Figure 1. Cell density map.
Drawn at 1 px/µm. The die is cut into 30 by 30 equal tiles; black is low, pale yellow is high, 0 to 100% covered.
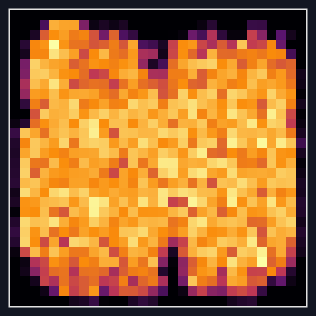
Figure 2. Where the registers sit.
Drawn at 1 px/µm. Other sequential cells in the stronger grey, the rest of the logic in the fainter grey.
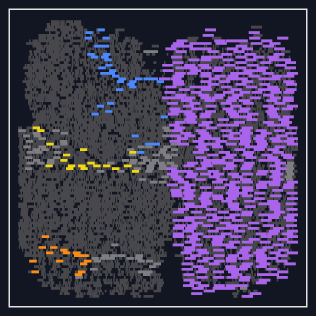
Figure 3. Clock wiring as the flow saved it.
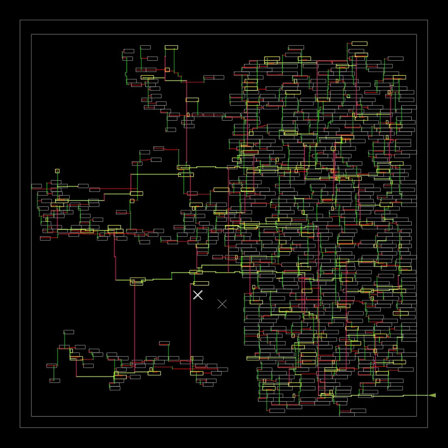
Figure 4. Supply network.
Drawn at 1 px/µm. Pins as bars on the die edge.
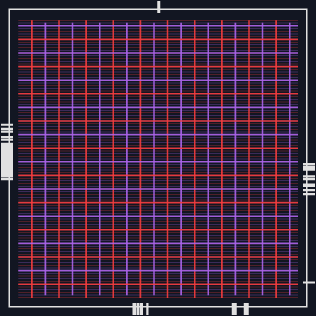
`src/rtl/idct_mac_datapath_if.sv`:
```
// Bus between the MPEG control FSM and the IDCT MAC datapath.
// master = FSM side, slave = datapath side.
interface idct_mac_datapath_if #(
  parameter int COEF_W = 12
);
  logic                     Active_MAC;
  logic [2:0]               var_u;
  logic [2:0]               var_v;
  logic [2:0]               var_x;
  logic [2:0]               var_y;
  logic signed [COEF_W-1:0] Coef_Data;
  logic [5:0]               Rd_Addr;
  logic [7:0]               Rd_Data;
  logic                     Pixel_Valid;
  logic [7:0]               Pixel_Out;
  logic [5:0]               Pixel_Addr;
  logic                     Block_Done;

  modport master (
    output Active_MAC, var_u, var_v, var_x, var_y,
    output Coef_Data, Rd_Addr,
    input  Rd_Data, Pixel_Valid, Pixel_Out,
    input  Pixel_Addr, Block_Done
  );

  modport slave (
    input  Active_MAC, var_u, var_v, var_x, var_y,
    input  Coef_Data, Rd_Addr,
    output Rd_Data, Pixel_Valid, Pixel_Out,
    output Pixel_Addr, Block_Done
  );
endinterface

```
`src/rtl/idct_mac_datapath.sv`:
```
// 8x8 inverse-DCT multiply-accumulate pipeline with
// saturating pixel output and a 64-entry frame buffer.
module idct_mac_datapath #(
  parameter int COEF_W = 12,
  parameter int ACC_W  = 36
) (
  input logic Clock,
  input logic Reset,
  idct_mac_datapath_if.slave bus
);
  localparam int T_W = 16;
  localparam int W_W = 18;
  localparam int P_W = COEF_W + W_W;

  // T(k,n) = round(8192*C(n)*cos((2k+1)n*pi/16)); the
  // angle index is folded into one quarter-wave table.
  function automatic logic signed [T_W-1:0] cos_t(
    input logic [2:0] k,
    input logic [2:0] n
  );
    logic [4:0]            m;
    logic [4:0]            f;
    logic                  neg;
    logic [3:0]            j;
    logic signed [T_W-1:0] mag;
    m   = {1'b0, k, 1'b1} * {2'b00, n};
    f   = m[4] ? (~m + 5'd1) : m;
    neg = f > 5'd8;
    j   = neg ? 4'(5'd16 - f) : f[3:0];
    case (j)
      4'd0:    mag = 16'sd8192;
      4'd1:    mag = 16'sd8035;
      4'd2:    mag = 16'sd7568;
      4'd3:    mag = 16'sd6811;
      4'd4:    mag = 16'sd5793;
      4'd5:    mag = 16'sd4551;
      4'd6:    mag = 16'sd3135;
      4'd7:    mag = 16'sd1598;
      default: mag = 16'sd0;
    endcase
    if (n == 3'd0)
      cos_t = 16'sd5793;
    else
      cos_t = neg ? -mag : mag;
  endfunction

  logic                     v0, v1, v2, v3;
  logic signed [COEF_W-1:0] c0, c1;
  logic signed [T_W-1:0]    tx0, ty0;
  logic [5:0]               a0, a1, a2;
  logic                     f0, f1;
  logic                     l0, l1, l2;
  logic signed [W_W-1:0]    w1;
  logic signed [ACC_W-1:0]  acc;
  logic [7:0]               pix;
  logic [5:0]               paddr;
  logic                     done;
  logic [5:0]               cnt;
  logic [7:0]               buffer [64];
  logic [7:0]               rd;

  logic signed [31:0]       prod;
  logic signed [P_W-1:0]    term;
  logic signed [ACC_W-1:0]  base;
  logic signed [ACC_W-1:0]  rnd;
  logic signed [ACC_W-1:0]  sum;
  logic [7:0]               sat;
  logic                     wr;

  assign prod = tx0 * ty0;
  assign term = c1 * w1;
  assign base = f1 ? '0 : acc;
  assign wr   = v2 && l2;

  // Round, level-shift and clamp the finished sum.
  always_comb begin
    rnd = (acc + ACC_W'(8192)) >>> 14;
    sum = rnd + ACC_W'(128);
    sat = '0;
    unique case (1'b1)
      sum < 0:             sat = 8'd0;
      sum > ACC_W'(255):   sat = 8'd255;
      default:             sat = sum[7:0];
    endcase
  end

  // S0: capture the accepted term and look up both cosines.
  always_ff @(posedge Clock) begin
    if (Reset) begin
      v0  <= 1'b0;
      c0  <= '0;
      tx0 <= '0;
      ty0 <= '0;
      a0  <= '0;
      f0  <= 1'b0;
      l0  <= 1'b0;
    end else begin
      v0 <= bus.Active_MAC;
      if (bus.Active_MAC) begin
        c0  <= bus.Coef_Data;
        tx0 <= cos_t(bus.var_x, bus.var_u);
        ty0 <= cos_t(bus.var_y, bus.var_v);
        a0  <= {bus.var_x, bus.var_y};
        f0  <= (bus.var_u == 3'd0) && (bus.var_v == 3'd0);
        l0  <= (bus.var_u == 3'd7) && (bus.var_v == 3'd7);
      end
    end
  end

  // S1: combined 2-D basis weight.
  always_ff @(posedge Clock) begin
    if (Reset) begin
      v1 <= 1'b0;
      w1 <= '0;
      c1 <= '0;
      a1 <= '0;
      f1 <= 1'b0;
      l1 <= 1'b0;
    end else begin
      v1 <= v0;
      if (v0) begin
        w1 <= W_W'(prod >>> 14);
        c1 <= c0;
        a1 <= a0;
        f1 <= f0;
        l1 <= l0;
      end
    end
  end

  // S2: accumulate; a first term restarts the sum.
  always_ff @(posedge Clock) begin
    if (Reset) begin
      v2  <= 1'b0;
      acc <= '0;
      a2  <= '0;
      l2  <= 1'b0;
    end else begin
      v2 <= v1;
      if (v1) begin
        acc <= base + ACC_W'(term);
        a2  <= a1;
        l2  <= l1;
      end
    end
  end

  // S3: publish the finished pixel and track block count.
  always_ff @(posedge Clock) begin
    if (Reset) begin
      v3    <= 1'b0;
      pix   <= '0;
      paddr <= '0;
      done  <= 1'b0;
      cnt   <= '0;
    end else begin
      v3   <= wr;
      done <= 1'b0;
      if (wr) begin
        pix   <= sat;
        paddr <= a2;
        cnt   <= cnt + 6'd1;
        done  <= cnt == 6'd63;
      end
    end
  end

  // Frame buffer with registered read (old data on collision).
  always_ff @(posedge Clock) begin
    if (Reset) begin
      for (int i = 0; i < 64; i++) buffer[i] <= '0;
      rd <= '0;
    end else begin
      rd <= buffer[bus.Rd_Addr];
      if (wr) buffer[a2] <= sat;
    end
  end

  assign bus.Pixel_Valid = v3;
  assign bus.Pixel_Out   = pix;
  assign bus.Pixel_Addr  = paddr;
  assign bus.Block_Done  = done;
  assign bus.Rd_Data     = rd;
endmodule

```
`src/flat_wrapper.sv`:
```
// flat-port wrapper written by rule: the top's interface ports become plain ports
module idct_mac_datapath_flat 
#(
  parameter int COEF_W = 12,
  parameter int ACC_W  = 36
)
  (Clock, Reset, bus_Active_MAC, bus_var_u, bus_var_v, bus_var_x, bus_var_y, bus_Coef_Data, bus_Rd_Addr, bus_Rd_Data, bus_Pixel_Valid, bus_Pixel_Out, bus_Pixel_Addr, bus_Block_Done);
  idct_mac_datapath_if #(.COEF_W(COEF_W)) bus_i ();
  input logic Clock;
  input logic Reset;
  input wire logic [$bits(bus_i.Active_MAC)-1:0] bus_Active_MAC;
  input wire logic [$bits(bus_i.var_u)-1:0] bus_var_u;
  input wire logic [$bits(bus_i.var_v)-1:0] bus_var_v;
  input wire logic [$bits(bus_i.var_x)-1:0] bus_var_x;
  input wire logic [$bits(bus_i.var_y)-1:0] bus_var_y;
  input wire logic [$bits(bus_i.Coef_Data)-1:0] bus_Coef_Data;
  input wire logic [$bits(bus_i.Rd_Addr)-1:0] bus_Rd_Addr;
  output wire logic [$bits(bus_i.Rd_Data)-1:0] bus_Rd_Data;
  output wire logic [$bits(bus_i.Pixel_Valid)-1:0] bus_Pixel_Valid;
  output wire logic [$bits(bus_i.Pixel_Out)-1:0] bus_Pixel_Out;
  output wire logic [$bits(bus_i.Pixel_Addr)-1:0] bus_Pixel_Addr;
  output wire logic [$bits(bus_i.Block_Done)-1:0] bus_Block_Done;
  assign bus_i.Active_MAC = bus_Active_MAC;
  assign bus_i.var_u = bus_var_u;
  assign bus_i.var_v = bus_var_v;
  assign bus_i.var_x = bus_var_x;
  assign bus_i.var_y = bus_var_y;
  assign bus_i.Coef_Data = bus_Coef_Data;
  assign bus_i.Rd_Addr = bus_Rd_Addr;
  assign bus_Rd_Data = bus_i.Rd_Data;
  assign bus_Pixel_Valid = bus_i.Pixel_Valid;
  assign bus_Pixel_Out = bus_i.Pixel_Out;
  assign bus_Pixel_Addr = bus_i.Pixel_Addr;
  assign bus_Block_Done = bus_i.Block_Done;
  idct_mac_datapath #(.COEF_W(COEF_W), .ACC_W(ACC_W)) u_core (.Clock(Clock), .Reset(Reset), .bus(bus_i));
endmodule
```
`config.mk`:
```
export PLATFORM = sky130hd
export DESIGN_NAME = idct_mac_datapath_flat
export DESIGN_NICKNAME = d
export VERILOG_FILES = /design/src/rtl/idct_mac_datapath_if.sv /design/src/rtl/idct_mac_datapath.sv /design/src/flat_wrapper.sv
export SDC_FILE = /design/constraint.sdc
export NUM_CORES = 2
export LEC_CHECK = 0
export ABC_AREA = 1
export ABC_CLOCK_PERIOD_IN_PS = 8100
export CAP_MARGIN = 0
export CORE_MARGIN = 8
export CORE_UTILIZATION = 65
export DETAILED_ROUTE_END_ITERATION = 7
export PLACE_DENSITY = 0.82
export SETUP_SLACK_MARGIN = 0.05
export SLEW_MARGIN = 25
export SYNTH_ARGS = -nofsm -noshare
export SYNTH_HDL_FRONTEND = slang
export SYNTH_SLANG_ARGS = --single-unit
```
`constraint.sdc`:
```
create_clock -name Clock -period 8.1 [get_ports Clock]
set_input_delay 1.62 -clock Clock [delete_from_list [all_inputs] [get_ports Clock]]
set_output_delay 1.62 -clock Clock [all_outputs]
set_load 0.01 [all_outputs]
```
==> run_results.csv <==
group,metric,value,unit
logic_synthesis,ff_type,"edfxtp_1",
timing,final_max_slew_viol_count,0,
clocking,htreeDepth,3,
worst_setup_path,crit_path_start,"u_core.ty0[1]$_SDFFE_PP0P_",
power,combinationalPowerShare,36.6,%
grt,grt_max_degree,177,
final_layout,final_common_cell,"nor2_1",
clocking,cts_buffers,72,
logic_synthesis,yosysTopAreaCell,"edfxtp_1",
worst_setup_path,crit_cells,21,
detailed_routing,viasPerCell,5.99,
detailed_routing,wire_per_inst,19.6,µm
worst_setup_path,arrival,7.30,ns
power,p_int,7.56,mW
worst_hold_path,min_from,"u_core.acc[4]$_SDFFE_PP0P_",
logic_synthesis,numSynthFlops,678,
grt,grt_pass1_vias,40800,
timing,rsz0062_at_grt,"false",
detailed_routing,drc,9,
detailed_routing,wirelength,132,mm
timing,hold_viol_final,0,
logic_synthesis,yosysTopAreaCellShare,30.2,%
logic_synthesis,ys_warn_count,0,
final_layout,nFillCells,5812,
detailed_routing,ant_nets,0,
worst_setup_path,cp.required,8.62,ns
flow_run,cap_viol_max_count,0,
run_status,violations,"DRC",
power,p_sw_share,39.0,%
timing,hold-worst-slack,0.468,ns
grt,grt_pass1_wl,213,mm
run_status,status,"complete, but fails checks",
power,p_sw,4.83,mW
die,fp.dieArea,87600,µm²
final_layout,postLayoutCellArea,54200,µm²
die,fp-utilization,65.7,%
placement,dp_slack,1.32,ns
logic_synthesis,synth_top_cell_by_count,"nor2_1",
worst_setup_path,crit_top_cell,"fa_1",
timing,tns,0,ns
placement,io_buffers,56,
logic_synthesis,fp_nets,6544,
detailed_routing,firstDrtPassIters,8,
worst_hold_path,hp-class,"reg -> reg",
flow_run,warnings,42,
worst_setup_path,r2r_cells,21,
die,ios,57,
## Picture notes: Figure 1
fullest tile = 100%
mean over tiles = 60%
tiles over 75% full = 49%

## Picture notes: Figure 2
orange -> u_core.ty0  # sequential cells 16, where bottom left
yellow -> u_core.w1  # sequential cells 18, where left middle
blue -> u_core.acc  # sequential cells 36
purple -> u_core.buffer  # sequential cells 512
not coloured = 96
sequential cell area share: 34.5%
final core utilization: 69.8%
sequential group power: 4.29 mW
sequential cell area: 18,700 µm²

## Picture notes: Figure 3
total clock sinks: 678
num sequential: 678

## Picture notes: Figure 4
purple -> VDD
red -> VSS
met5 straps = 20
met1 rails = 103
rows = 102
signal pins = 57
met4 straps = 20
Die Wd: 296 µm
worst vdd ir: 0.000185 V

## registers in the layout, summed over array words and instances, names as in the netlist, 8 cells and up
register / count
u_core.bus.Rd_Data: 8
u_core.bus.Pixel_Out: 8
u_core.w1: 18
u_core.acc: 36
u_core.tx0: 16
u_core.c1: 12
u_core.c0: 12
u_core.buffer: 512
u_core.ty0: 16
## path summary, 6_finish.rpt
path                                              endpoint  slack [ns]
worst min-delay path            u_core.acc[4]$_SDFFE_PP0P_        0.47
worst max register to register  u_core.w1[16]$_SDFFE_PP0P_        1.32
worst min register to register  u_core.acc[4]$_SDFFE_PP0P_        0.47
worst max-delay path            u_core.w1[16]$_SDFFE_PP0P_        1.32
## per-layer routing
| layer | global-route usage [%] | up-vias | share of wire, % |
|---|---|---|---|
| met5 | 0 | - | 0.033 |
| met4 | 14.7 | 6 | 5.4 |
| met3 | 6.50 | 497 | 11 |
| met2 | 50.2 | 2386 | 47 |
| met1 | 38.3 | 19400 | 37 |
| li1 | - | 18100 | - |
## layout make-up
cell class,instances,area (µm²),share of cell area [%]
multi-input combinational,3878,27300,50.3
sequential,678,18700,34.5
inverter,912,3430,6.33
clock buffer,88,1920,3.54
tap,1040,1300,2.40
timing repair buffer,101,912,1.68
clock inverter,45,648,1.20
antenna,4,10.0,0.0185
## logic make-up after synthesis
family                   Yosys count  synth area share (%)
XOR/XNOR                          78                  1.34
AND/OR/NAND/NOR                 2271                  17.7
flip-flops                       678                  36.7
buffers and inverters           1244                  9.87
adder cells (fa/ha/maj)          711                  25.1
AND-OR/OR-AND                    818                  9.28
## power by group through the flow
stage,logic (mW),registers (mW),clock network [mW]
finish,4.53,4.29,3.57
CTS,4.49,4.26,3.58
floorplan,3.62,4.02,0
global placement,4.30,4.32,0
global route,5.12,4.30,3.72
detailed placement,4.45,4.34,0
Power figures rest on the tool's default switching activity, not on a simulated workload.
